### src/rtl/eth_rx_pkg.sv
// rtl/eth_rx_pkg.sv - shared states, constants and helpers for the Ethernet RX frame parser
package eth_rx_pkg;

  typedef enum logic [2:0] {
    ST_IDLE,
    ST_PREAMBLE,
    ST_DST_MAC,
    ST_SRC_MAC,
    ST_ETHERTYPE,
    ST_PAYLOAD,
    ST_DROP
  } rx_state_e;

  localparam logic [7:0]  ETH_PREAMBLE  = 8'h55;
  localparam logic [7:0]  ETH_SFD       = 8'hD5;
  localparam logic [47:0] BCAST_MAC     = 48'hFFFF_FFFF_FFFF;
  localparam logic [31:0] CRC32_POLY    = 32'h04C1_1DB7;
  localparam logic [31:0] CRC32_RESIDUE = 32'hC704_DD7B;

  localparam int MAC_BYTES   = 6;
  localparam int ETYPE_BYTES = 2;
  localparam int FCS_BYTES   = 4;

  // Bit-reverse a 32-bit word (converts between normal and reflected CRC forms)
  function automatic logic [31:0] reflect32(input logic [31:0] v);
    logic [31:0] r;
    for (int i = 0; i < 32; i++) begin
      r[i] = v[31-i];
    end
    return r;
  endfunction

endpackage

### src/rtl/crc32_d8.sv
// rtl/crc32_d8.sv - byte-wide reflected CRC-32 register with clear and enable
module crc32_d8
  import eth_rx_pkg::*;
(
  input  logic        clk,
  input  logic        rst_n,
  input  logic        clr,
  input  logic        en,
  input  logic [7:0]  data,
  output logic [31:0] crc_next
);

  localparam logic [31:0] POLY_R = reflect32(CRC32_POLY);

  logic [31:0] crc_q;

  // Next CRC for one byte, data bits consumed LSB first
  always_comb begin : next_crc
    logic [31:0] c;
    c = crc_q;
    for (int i = 0; i < 8; i++) begin
      if (c[0] ^ data[i]) begin
        c = (c >> 1) ^ POLY_R;
      end else begin
        c = c >> 1;
      end
    end
    crc_next = c;
  end

  // CRC state: clear to all-ones at frame start, advance on each enabled byte
  always_ff @(posedge clk or negedge rst_n) begin
    if (!rst_n) begin
      crc_q <= 32'hFFFF_FFFF;
    end else if (clr) begin
      crc_q <= 32'hFFFF_FFFF;
    end else if (en) begin
      crc_q <= crc_next;
    end
  end

endmodule

### src/rtl/eth_rx_frame_parser.sv
// rtl/eth_rx_frame_parser.sv - GMII RX parser: preamble strip, MAC filter, payload framing; FCS check under ETH_RX_FCS_CHECK_EN
module eth_rx_frame_parser
  import eth_rx_pkg::*;
#(
  parameter logic [47:0] LOCAL_MAC    = 48'h02_00_00_00_00_01,
  parameter int          MAX_PREAMBLE = 7,
  parameter int          MIN_PAYLOAD  = 46
) (
  input  logic        clk250In,
  input  logic        rstNIn,
  input  logic [7:0]  rxDataIn,
  input  logic        rxDataValidIn,
  input  logic        rxDataLastIn,
  output logic [7:0]  payloadOut,
  output logic        payloadValidOut,
  output logic        payloadStartOut,
  output logic        payloadLastOut,
  output logic [15:0] etherTypeOut,
  output logic [47:0] srcMacOut,
  output logic        frameDropOut,
  output logic [15:0] frameCntOut
);

  localparam logic [3:0]  MAC_LAST   = 4'(MAC_BYTES - 1);
  localparam logic [3:0]  ETYPE_LAST = 4'(ETYPE_BYTES - 1);
  localparam logic [3:0]  PRE_MAX    = 4'(MAX_PREAMBLE);
  localparam logic [10:0] PAY_SAT    = 11'h7FF;

  rx_state_e   state_q, state_d;
  logic [3:0]  cnt_q, cnt_d;
  logic [47:0] mac_sr_q, mac_sr_d;
  logic [7:0]  type_hi_q, type_hi_d;
  logic [10:0] pay_cnt_q, pay_cnt_d;
  logic [7:0]  payload_q, payload_d;
  logic        pvalid_q, pvalid_d;
  logic        pstart_q, pstart_d;
  logic        plast_q, plast_d;
  logic [15:0] etype_q, etype_d;
  logic [47:0] src_q, src_d;
  logic        drop_q, drop_d;
  logic        accept_q, accept_d;
  logic [15:0] frame_cnt_q, frame_cnt_d;
  logic [47:0] dst_next;
  logic        bad_end;

  assign dst_next = {mac_sr_q[39:0], rxDataIn};

`ifdef ETH_RX_FCS_CHECK_EN
  logic [3:0][7:0] dly_q, dly_d;
  logic            crc_clr, crc_en;
  logic [31:0]     crc_next;

  // CRC restarts on every pre-header byte so the SFD leaves it at all-ones
  assign crc_clr = rxDataValidIn && (state_q == ST_IDLE || state_q == ST_PREAMBLE);
  assign crc_en  = rxDataValidIn &&
                   (state_q inside {ST_DST_MAC, ST_SRC_MAC, ST_ETHERTYPE, ST_PAYLOAD});

  crc32_d8 u_crc (
    .clk      (clk250In),
    .rst_n    (rstNIn),
    .clr      (crc_clr),
    .en       (crc_en),
    .data     (rxDataIn),
    .crc_next (crc_next)
  );

  // Four-byte delay line that holds back the trailing FCS
  always_ff @(posedge clk250In or negedge rstNIn) begin
    if (!rstNIn) begin
      dly_q <= '0;
    end else begin
      dly_q <= dly_d;
    end
  end
`endif

  // Next-state and next-output logic; everything advances only on valid bytes
  always_comb begin
    state_d     = state_q;
    cnt_d       = cnt_q;
    mac_sr_d    = mac_sr_q;
    type_hi_d   = type_hi_q;
    pay_cnt_d   = pay_cnt_q;
    payload_d   = payload_q;
    pvalid_d    = 1'b0;
    pstart_d    = 1'b0;
    plast_d     = 1'b0;
    etype_d     = etype_q;
    src_d       = src_q;
    drop_d      = 1'b0;
    accept_d    = 1'b0;
    bad_end     = 1'b0;
    frame_cnt_d = accept_q ? frame_cnt_q + 16'd1 : frame_cnt_q;
`ifdef ETH_RX_FCS_CHECK_EN
    dly_d       = dly_q;
`endif
    if (rxDataValidIn) begin
      case (state_q)
        ST_IDLE: begin
          if (rxDataIn == ETH_PREAMBLE) begin
            state_d = ST_PREAMBLE;
            cnt_d   = 4'd1;
          end else if (rxDataIn == ETH_SFD) begin
            state_d = ST_DST_MAC;
            cnt_d   = 4'd0;
          end else begin
            state_d = ST_DROP;
          end
        end
        ST_PREAMBLE: begin
          if (rxDataIn == ETH_PREAMBLE && cnt_q < PRE_MAX) begin
            cnt_d = cnt_q + 4'd1;
          end else if (rxDataIn == ETH_SFD) begin
            state_d = ST_DST_MAC;
            cnt_d   = 4'd0;
          end else begin
            state_d = ST_DROP;
          end
        end
        ST_DST_MAC: begin
          mac_sr_d = dst_next;
          if (cnt_q == MAC_LAST) begin
            cnt_d   = 4'd0;
            state_d = (dst_next == LOCAL_MAC || dst_next == BCAST_MAC) ? ST_SRC_MAC : ST_DROP;
          end else begin
            cnt_d = cnt_q + 4'd1;
          end
        end
        ST_SRC_MAC: begin
          mac_sr_d = dst_next;
          if (cnt_q == MAC_LAST) begin
            cnt_d   = 4'd0;
            state_d = ST_ETHERTYPE;
          end else begin
            cnt_d = cnt_q + 4'd1;
          end
        end
        ST_ETHERTYPE: begin
          if (cnt_q == ETYPE_LAST) begin
            etype_d   = {type_hi_q, rxDataIn};
            src_d     = mac_sr_q;
            pay_cnt_d = 11'd0;
            state_d   = ST_PAYLOAD;
          end else begin
            type_hi_d = rxDataIn;
            cnt_d     = cnt_q + 4'd1;
          end
        end
        ST_PAYLOAD: begin
          if (pay_cnt_q != PAY_SAT) begin
            pay_cnt_d = pay_cnt_q + 11'd1;
          end
`ifdef ETH_RX_FCS_CHECK_EN
          dly_d = {dly_q[2:0], rxDataIn};
          if (pay_cnt_q >= 11'(FCS_BYTES)) begin
            payload_d = dly_q[3];
            pvalid_d  = 1'b1;
            pstart_d  = (pay_cnt_q == 11'(FCS_BYTES));
            plast_d   = rxDataLastIn;
          end
          bad_end = (int'(pay_cnt_q) + 1 < MIN_PAYLOAD + FCS_BYTES) ||
                    (reflect32(crc_next) != CRC32_RESIDUE);
`else
          payload_d = rxDataIn;
          pvalid_d  = 1'b1;
          pstart_d  = (pay_cnt_q == 11'd0);
          plast_d   = rxDataLastIn;
          bad_end   = (int'(pay_cnt_q) + 1 < MIN_PAYLOAD);
`endif
          if (rxDataLastIn) begin
            state_d  = ST_IDLE;
            drop_d   = bad_end;
            accept_d = !bad_end;
          end
        end
        ST_DROP: begin
          if (rxDataLastIn) begin
            state_d = ST_IDLE;
            drop_d  = 1'b1;
          end
        end
        default: state_d = ST_IDLE;
      endcase
      // A frame that ends before its payload is incomplete and is discarded
      if (rxDataLastIn && state_q != ST_PAYLOAD && state_q != ST_DROP) begin
        state_d = ST_IDLE;
        drop_d  = 1'b1;
      end
    end
  end

  // State register and registered outputs
  always_ff @(posedge clk250In or negedge rstNIn) begin
    if (!rstNIn) begin
      state_q     <= ST_IDLE;
      cnt_q       <= 4'd0;
      mac_sr_q    <= 48'd0;
      type_hi_q   <= 8'd0;
      pay_cnt_q   <= 11'd0;
      payload_q   <= 8'd0;
      pvalid_q    <= 1'b0;
      pstart_q    <= 1'b0;
      plast_q     <= 1'b0;
      etype_q     <= 16'd0;
      src_q       <= 48'd0;
      drop_q      <= 1'b0;
      accept_q    <= 1'b0;
      frame_cnt_q <= 16'd0;
    end else begin
      state_q     <= state_d;
      cnt_q       <= cnt_d;
      mac_sr_q    <= mac_sr_d;
      type_hi_q   <= type_hi_d;
      pay_cnt_q   <= pay_cnt_d;
      payload_q   <= payload_d;
      pvalid_q    <= pvalid_d;
      pstart_q    <= pstart_d;
      plast_q     <= plast_d;
      etype_q     <= etype_d;
      src_q       <= src_d;
      drop_q      <= drop_d;
      accept_q    <= accept_d;
      frame_cnt_q <= frame_cnt_d;
    end
  end

  assign payloadOut      = payload_q;
  assign payloadValidOut = pvalid_q;
  assign payloadStartOut = pstart_q;
  assign payloadLastOut  = plast_q;
  assign etherTypeOut    = etype_q;
  assign srcMacOut       = src_q;
  assign frameDropOut    = drop_q;
  assign frameCntOut     = frame_cnt_q;

endmodule

### config.mk
export PLATFORM = sky130hd
export DESIGN_NAME = eth_rx_frame_parser
export DESIGN_NICKNAME = d
export VERILOG_FILES = /design/src/rtl/eth_rx_pkg.sv /design/src/rtl/crc32_d8.sv /design/src/rtl/eth_rx_frame_parser.sv
export SDC_FILE = /design/constraint.sdc
export NUM_CORES = 1
export LEC_CHECK = 0
export ABC_CLOCK_PERIOD_IN_PS = 1900
export CORE_ASPECT_RATIO = 1.4
export CORE_MARGIN = 2
export CORE_UTILIZATION = 49
export DETAILED_ROUTE_END_ITERATION = 7
export PLACE_DENSITY = 0.73
export SLEW_MARGIN = 25
export SYNTH_ARGS = -nofsm -noshare
export SYNTH_HDL_FRONTEND = slang
export SYNTH_HIERARCHICAL = 1
export SYNTH_SLANG_ARGS = --single-unit
### constraint.sdc
create_clock -name clk250In -period 1.9 [get_ports clk250In]
set_input_delay 0.38 -clock clk250In [delete_from_list [all_inputs] [get_ports clk250In]]
set_output_delay 0.38 -clock clk250In [all_outputs]
set_load 0.02 [all_outputs]
==> tab_implementation.tex, run 1 <==
% Synthesis and place-and-route results
\begin{tabular}{lr}
\hline
Metric & Value \\
\hline
\multicolumn{2}{l}{\textbf{Power and ir drop}} \\
Highest ir drop seen on vdd & between 0.9 and 1 mV \\
Total sequential power & 5990 µW \\
Leakage Power & 0.00460 µW \\
Power Clock & 3460 µW \\
Sw power & $\sim$5200 µW \\
Clock group share of total power & a little under a quarter \\
Switching Fraction & 34.7\% \\
Share of power burned in combinational logic & a little under two fifths \\
Combinational power & 5500 µW \\
Power density over the cells & between 1500 and 2000 nW/µm² \\
Top power group & registers \\
Part of the total power dissipated in sequential elements & approximately 40\% \\
\multicolumn{2}{l}{\textbf{Logic synthesis}} \\
Simple-Gate Fraction of Synth Area & 11.5\% \\
\# Cells Yosys & $\sim$570 \\
Distinct lib cells & 55 \\
Dominant kind of combinational cell & multiplexers \\
Area of the mapped netlist & roughly 7200 µm² \\
Flip-flops with a built-in enable & 0 \\
Total cell area reported by yosys after synthesis & 7230 µm² \\
Prevailing post-synth register cell & dfrtp\_1 \\
Total of warnings raised by yosys & 6 \\
Cell count after synthesis & 570 \\
Share of async-settable or async-resettable flops after synthesis & 100\% \\
Flip-flop and latch count after synthesis & 167 \\
XOR Share, Synth & 2.06\% \\
Syn\_area\_per\_cell & 12.7 µm² \\
FA/HA/MAJ Cells, Area Fraction & less than 1\% \\
Post-synthesis mux area share & 19.4\% \\
Register area share after synthesis & 57.8\% \\
\multicolumn{2}{l}{\textbf{Global routing}} \\
Overflow after GRT & 0 \\
Global-route wire length before repair & $\sim$28000 µm \\
Most heavily used metal layer in global routing & met2 \\
Pin count of the biggest net entering global routing & approximately 50 \\
Vias in the first global route & 5563 \\
Initial antenna violation count & 0 \\
Met2 track utilization from global routing & 40.7\% \\
Global Route Usage Sum & 23.0\% \\
\multicolumn{2}{l}{\textbf{Floorplan}} \\
Die footprint & around 16000 µm² \\
Floorplan core area & 14400 µm² \\
Die Y & $\sim$150 µm \\
DIE WIDTH & 107 µm \\
Ports & 104 \\
Core utilization at floorplan & 50.1\% \\
\multicolumn{2}{l}{\textbf{Job}} \\
Tool warnings & 30 \\
Max-cap violations & 0 \\
\multicolumn{2}{l}{\textbf{Timing}} \\
Post-layout period usage of the worst path & a little over nine tenths \\
Number of hold violations in the final report & 0 \\
Worst clock skew & 0.00894 ns \\
Peak clock frequency supported by timing & 539 MHz \\
Setup slack after layout & 0.0434 ns \\
Period minus WS final & 1.86 ns \\
Slew @ Worst Pin & 0.582 ns \\
RSZ-0062 raised after global routing & true \\
Final setup viols & 0 \\
Final-report max-slew violation count & 0 \\
WHS & 0.453 ns \\
\multicolumn{2}{l}{\textbf{CTS}} \\
Post-CTS Setup Repair Bufs & 0 \\
Number of H-tree levels & 4 \\
Root buf cell & clkbuf\_16 \\
Clock tree from TritonCTS & done \\
Reg clk slew, reported paths & 0.07 ns \\
Number of buffers created by CTS & 17 \\
Quantity of gates resized following cts & 2 \\
Max clock buf depth & 2 \\
Clock sink count & 167 \\
Insertion delay to the later sink of the worst-skew pair & roughly 0.42 ns \\
\multicolumn{2}{l}{\textbf{Critical path}} \\
Number of buffer and inverter instances along the worst setup path & 3 \\
Required @ worst endpoint & between 2 and 2.5 ns \\
Worst Reg-to-Reg Cells & 7 \\
Maximum net fanout on the critical path & 11 \\
Worst endpoint data arrival time & 2.16 ns \\
Critical path capture point & srcMacOut[26] \\
Category of cells accounting for the largest share of critical-path delay & buffers and inverters \\
Slowest cell on the critical path & dfrtp\_1 \\
Worst R2R End & srcMacOut[26] \\
Crit. End Element & flop \\
Worst stage delay on the critical path & 0.43 ns \\
WP depth & 7 \\
Critical path origin & cnt\_q[1] \\
Slack of the worst reg-to-reg path & 0.04 ns \\
Cells traversed along the worst timing path & inv\_2 > ha\_4 > nor3b\_4 > buf\_6 > nand3\_4 > buf\_12 > mux2\_1 \\
Worst reg2reg startpoint & cnt\_q[1] \\
\multicolumn{2}{l}{\textbf{Final layout}} \\
Most common cell after layout, fill and taps aside & dfrtp\_1 \\
Commonest cells after routing, fill and taps aside & dfrtp\_1, clkdlybuf4s50\_1, mux2\_2, buf\_4, nand2\_1 \\
Count of antenna diodes in the layout & 0 \\
Count of non-filler cells in the finished layout & roughly 940 \\
Area delta synth->final & 36.3\% \\
Flop area & 4180 µm² \\
Nets & 754 \\
Final std cell area, no fill & 9860 µm² \\
Area of the multi-input gates & 3080 µm² \\
Fill cell count & 1052 \\
\multicolumn{2}{l}{\textbf{Placed design}} \\
Detailed Place HPWL & around 12000 µm \\
Final estimated routing congestion in global placement & $\sim$0.89 \\
Total instance count after detailed placement & 896 \\
Placement-stage cell area & 8940 µm² \\
PortBufs & 103 \\
Worst-case setup slack after placement & -0.411 ns \\
\multicolumn{2}{l}{\textbf{Detailed routing}} \\
Detailed-route wire length & 18200 µm \\
Via count normalized by instance count & about 5.7 \\
Met2 routed wirelength & 9850 µm \\
Via count & 5313 \\
Met3 WL & 746 µm \\
Remaining antenna violation count & 0 \\
Average detailed-routed wire length per instance & 19.4 µm \\
Highest metal used & met4 \\
Wire length on met1 & approximately 7300 µm \\
Number of design-rule violations left by the first detailed-router iteration & $\sim$330 \\
Drt pass-1 iters & 6 \\
\multicolumn{2}{l}{\textbf{Run status}} \\
Run status & finished, final reports clean \\
\multicolumn{2}{l}{\textbf{Hold path}} \\
Path type of the worst min-delay path & primary input to asynchronous set/reset pin \\
\hline
\end{tabular}
==> run 1: layout make-up <==
cell class / instances / share of cell area [%]
multi-input combinational: 366 / 31.3
tap: 189 / 2.40
clock inverter: 14 / 1.67
timing repair buffer: 174 / 17.5
clock buffer: 17 / 4.31
inverter: 11 / 0.419
sequential: 167 / 42.4
==> run 1: cell usage after synthesis, types with 7 or more instances <==
library cell    n  area (µm²)
a21oi_1        15        75.1
nand3_1        18        90.1
clkbuf_1       10        37.5
nor4_1         14        87.6
dfrtp_1       167        4180
xnor2_1        14         123
nor2_1          8        30.0
and2_1          7        43.8
a31oi_1        11        68.8
nand4_1        21         131
buf_2          14        70.1
mux2_2         64         721
and3_1          8        50.1
mux2_1         57         642
inv_1          10        37.5
nand2_1        48         180
o21ai_0         8        40.0
Figure 1. Routing congestion map (run 1).
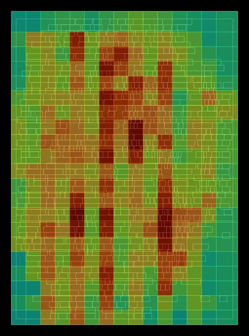
GR Util met3: 3.84%
met1 usage: 28.4%

Figure 2. Signal wires on met2 (run 1).
Cells faint in the background.
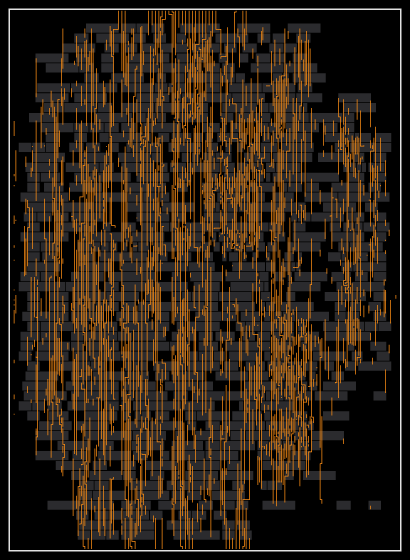
nets with wire on the layer: 712
share of all routed wire: 54%
longest straight run: 66.8 µm

Figure 3. Signal wires on met1 (run 1).
Scale bar: 20 µm. Supply wires on this layer in grey.
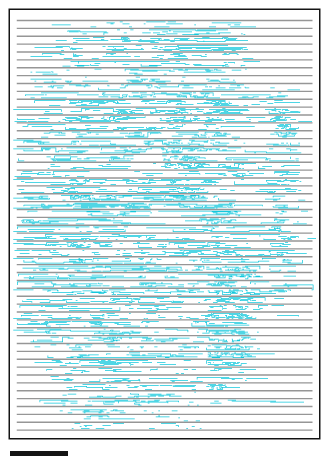
longest straight run: 34.0 µm
wire length on this layer: 7250 µm

Figure 4. Met3 routing (run 1).
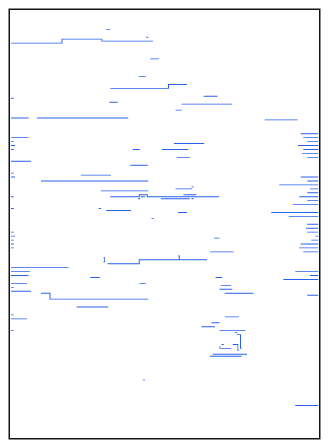
longest straight run: 36.8 µm
share of all routed wire: 4.1%
nets with wire on the layer: 90
wire length on this layer: 747 µm
main direction: horizontal

--- run 2 (diff from run 1) ---
--- a/config.mk
+++ b/config.mk
@@ -8,9 +8,9 @@
 export ABC_CLOCK_PERIOD_IN_PS = 1900
 export CORE_ASPECT_RATIO = 1.4
 export CORE_MARGIN = 2
-export CORE_UTILIZATION = 49
+export CORE_UTILIZATION = 35
 export DETAILED_ROUTE_END_ITERATION = 7
-export PLACE_DENSITY = 0.73
+export PLACE_DENSITY = 0.54
 export SLEW_MARGIN = 25
 export SYNTH_ARGS = -nofsm -noshare
 export SYNTH_HDL_FRONTEND = slang
Figure 5. Routed metal per tile (run 2).
25 x 35 tiles, from dark blue (low) to red (high), scaled to the fullest tile. Values are wire area over tile area, all layers added.
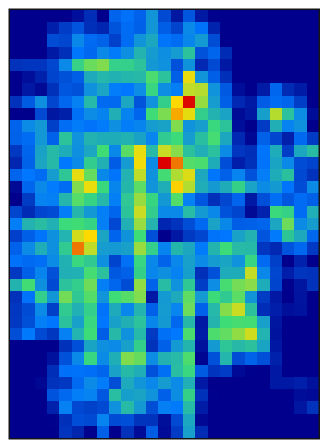
emptiest ninth of the die: upper right
nearly empty tiles: 19%
fullest tile: 0.55
mean over tiles: 0.13
tiles over half the peak: 9.0%

Figure 6. Routing congestion map (run 2).
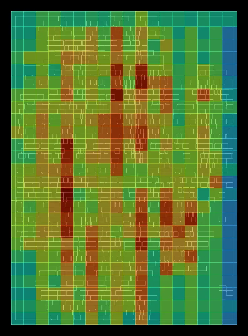
met2 track utilization from global routing: 29.7%
Finished Core Util: 49.2%
GR Util met3: 3.72%
average detailed-routed wire length per instance: 18.5 µm

==> tab_implementation.tex, run 2 <==
% Synthesis and place-and-route results
\begin{tabular}{lr}
\hline
Metric & Value \\
\hline
\multicolumn{2}{l}{\textbf{Run status}} \\
Run status & finished, final reports clean \\
\multicolumn{2}{l}{\textbf{Timing}} \\
Slew @ Worst Pin & 0.520 ns \\
Final setup viols & 0 \\
Period minus WS final & 1.83 ns \\
Number of hold violations in the final report & 0 \\
Post-layout period usage of the worst path & a little over nine tenths \\
Final-report max-slew violation count & 0 \\
RSZ-0062 raised after global routing & true \\
Setup slack after layout & 0.0674 ns \\
Worst clock skew & 0.0125 ns \\
Peak clock frequency supported by timing & 546 MHz \\
WHS & 0.465 ns \\
\multicolumn{2}{l}{\textbf{Critical path}} \\
Worst Reg-to-Reg Cells & 7 \\
Worst reg2reg startpoint & cnt\_q[0] \\
Slack of the worst reg-to-reg path & 0.08 ns \\
Maximum net fanout on the critical path & 4 \\
Worst stage delay on the critical path & 0.62 ns \\
Critical path origin & frameCntOut[4] \\
Crit. End Element & output pin \\
Worst endpoint data arrival time & 1.45 ns \\
Required @ worst endpoint & 1.52 ns \\
Number of buffer and inverter instances along the worst setup path & 1 \\
\multicolumn{2}{l}{\textbf{Power and ir drop}} \\
Leakage Power & 0.00465 µW \\
Total sequential power & slightly below 6000 µW \\
Power density over the cells & 1490 nW/µm² \\
Power Clock & 3520 µW \\
Highest ir drop seen on vdd & 0.742 mV \\
Clock group share of total power & 23.5\% \\
Combinational power & 5560 µW \\
Sw power & around 5200 µW \\
Part of the total power dissipated in sequential elements & a little under 40\% \\
\multicolumn{2}{l}{\textbf{Global routing}} \\
Overflow after GRT & 0 \\
Vias in the first global route & about 5600 \\
Global Route Usage Sum & between 15 and 20\% \\
Global-route wire length before repair & 30000 µm \\
\multicolumn{2}{l}{\textbf{Detailed routing}} \\
Via count normalized by instance count & 5.16 \\
Detailed-route wire length & 18800 µm \\
Met3 WL & 596 µm \\
Remaining antenna violation count & 0 \\
Met2 routed wirelength & 9860 µm \\
Wire length on met1 & 8140 µm \\
Via count & 5257 \\
\multicolumn{2}{l}{\textbf{Logic synthesis}} \\
Dominant cell by count in the synthesized netlist & dfrtp\_1 \\
Total of warnings raised by yosys & 6 \\
Register area share after synthesis & 57.8\% \\
FA/HA/MAJ Cells, Area Fraction & less than 1\% \\
\# Cells Yosys & roughly 570 \\
Syn\_area\_per\_cell & 12.7 µm² \\
Area leader share & 57.8\% \\
XOR Share, Synth & 2.06\% \\
Simple-Gate Fraction of Synth Area & 11.5\% \\
Flip-flop and latch count after synthesis & roughly 170 \\
Share of async-settable or async-resettable flops after synthesis & 100\% \\
Area of the mapped netlist & 7230 µm² \\
Flip-flops with a built-in enable & 0 \\
\multicolumn{2}{l}{\textbf{Placed design}} \\
Total instance count after detailed placement & approximately 980 \\
Worst-case setup slack after placement & -0.436 ns \\
PortBufs & 103 \\
Detailed Place HPWL & between 10000 and 15000 µm \\
Placement-stage cell area & $\sim$9200 µm² \\
\multicolumn{2}{l}{\textbf{Floorplan}} \\
Die Y & 174 µm \\
Die footprint & 21900 µm² \\
DIE WIDTH & 126 µm \\
Floorplan core area & around 20000 µm² \\
Core utilization at floorplan & 35.5\% \\
\multicolumn{2}{l}{\textbf{CTS}} \\
Clock sink count & 167 \\
Quantity of gates resized following cts & 5 \\
Post-CTS Setup Repair Bufs & 1 \\
Number of buffers created by CTS & 17 \\
Root buf cell & clkbuf\_16 \\
\multicolumn{2}{l}{\textbf{Final layout}} \\
Area delta synth->final & 38.7\% \\
Count of antenna diodes in the layout & 0 \\
Most common cell after layout, fill and taps aside & dfrtp\_1 \\
Final std cell area, no fill & 10000 µm² \\
Count of non-filler cells in the finished layout & 1018 \\
\multicolumn{2}{l}{\textbf{Hold path}} \\
Path type of the worst min-delay path & primary input to asynchronous set/reset pin \\
\multicolumn{2}{l}{\textbf{Job}} \\
Max-cap violations & 0 \\
\hline
\end{tabular}
## run 2: netlist changes by cell type in the layout (fill, tap and decap cells not counted), moves of 2 or more
cell and delta:
mux2_4 -17, clkinv_4 -2, o31ai_2 -2, buf_4 +10, buf_12 +4, dfrtp_1 -2, dfrtp_2 +2, mux2_1 +17
clkdlybuf4s50_1 -2
## run 2: cell type report
cell class,instances,area (µm²),area share [%]
clock inverter,13,159,1.58
clock buffer,19,443,4.41
timing repair buffer,187,1870,18.7
sequential,167,4180,41.7
multi-input combinational,365,3020,30.1
inverter,11,41.3,0.411
tap,256,320,3.19
## run 2: routing by layer
layer  vias up  track usage (%)
met5         -                0
met2       123             29.7
met1      2662             21.3
met4         0             6.30
li1       2458                -
met3        14             3.72
No activity file was given, so power comes from the tool's default toggle rates.
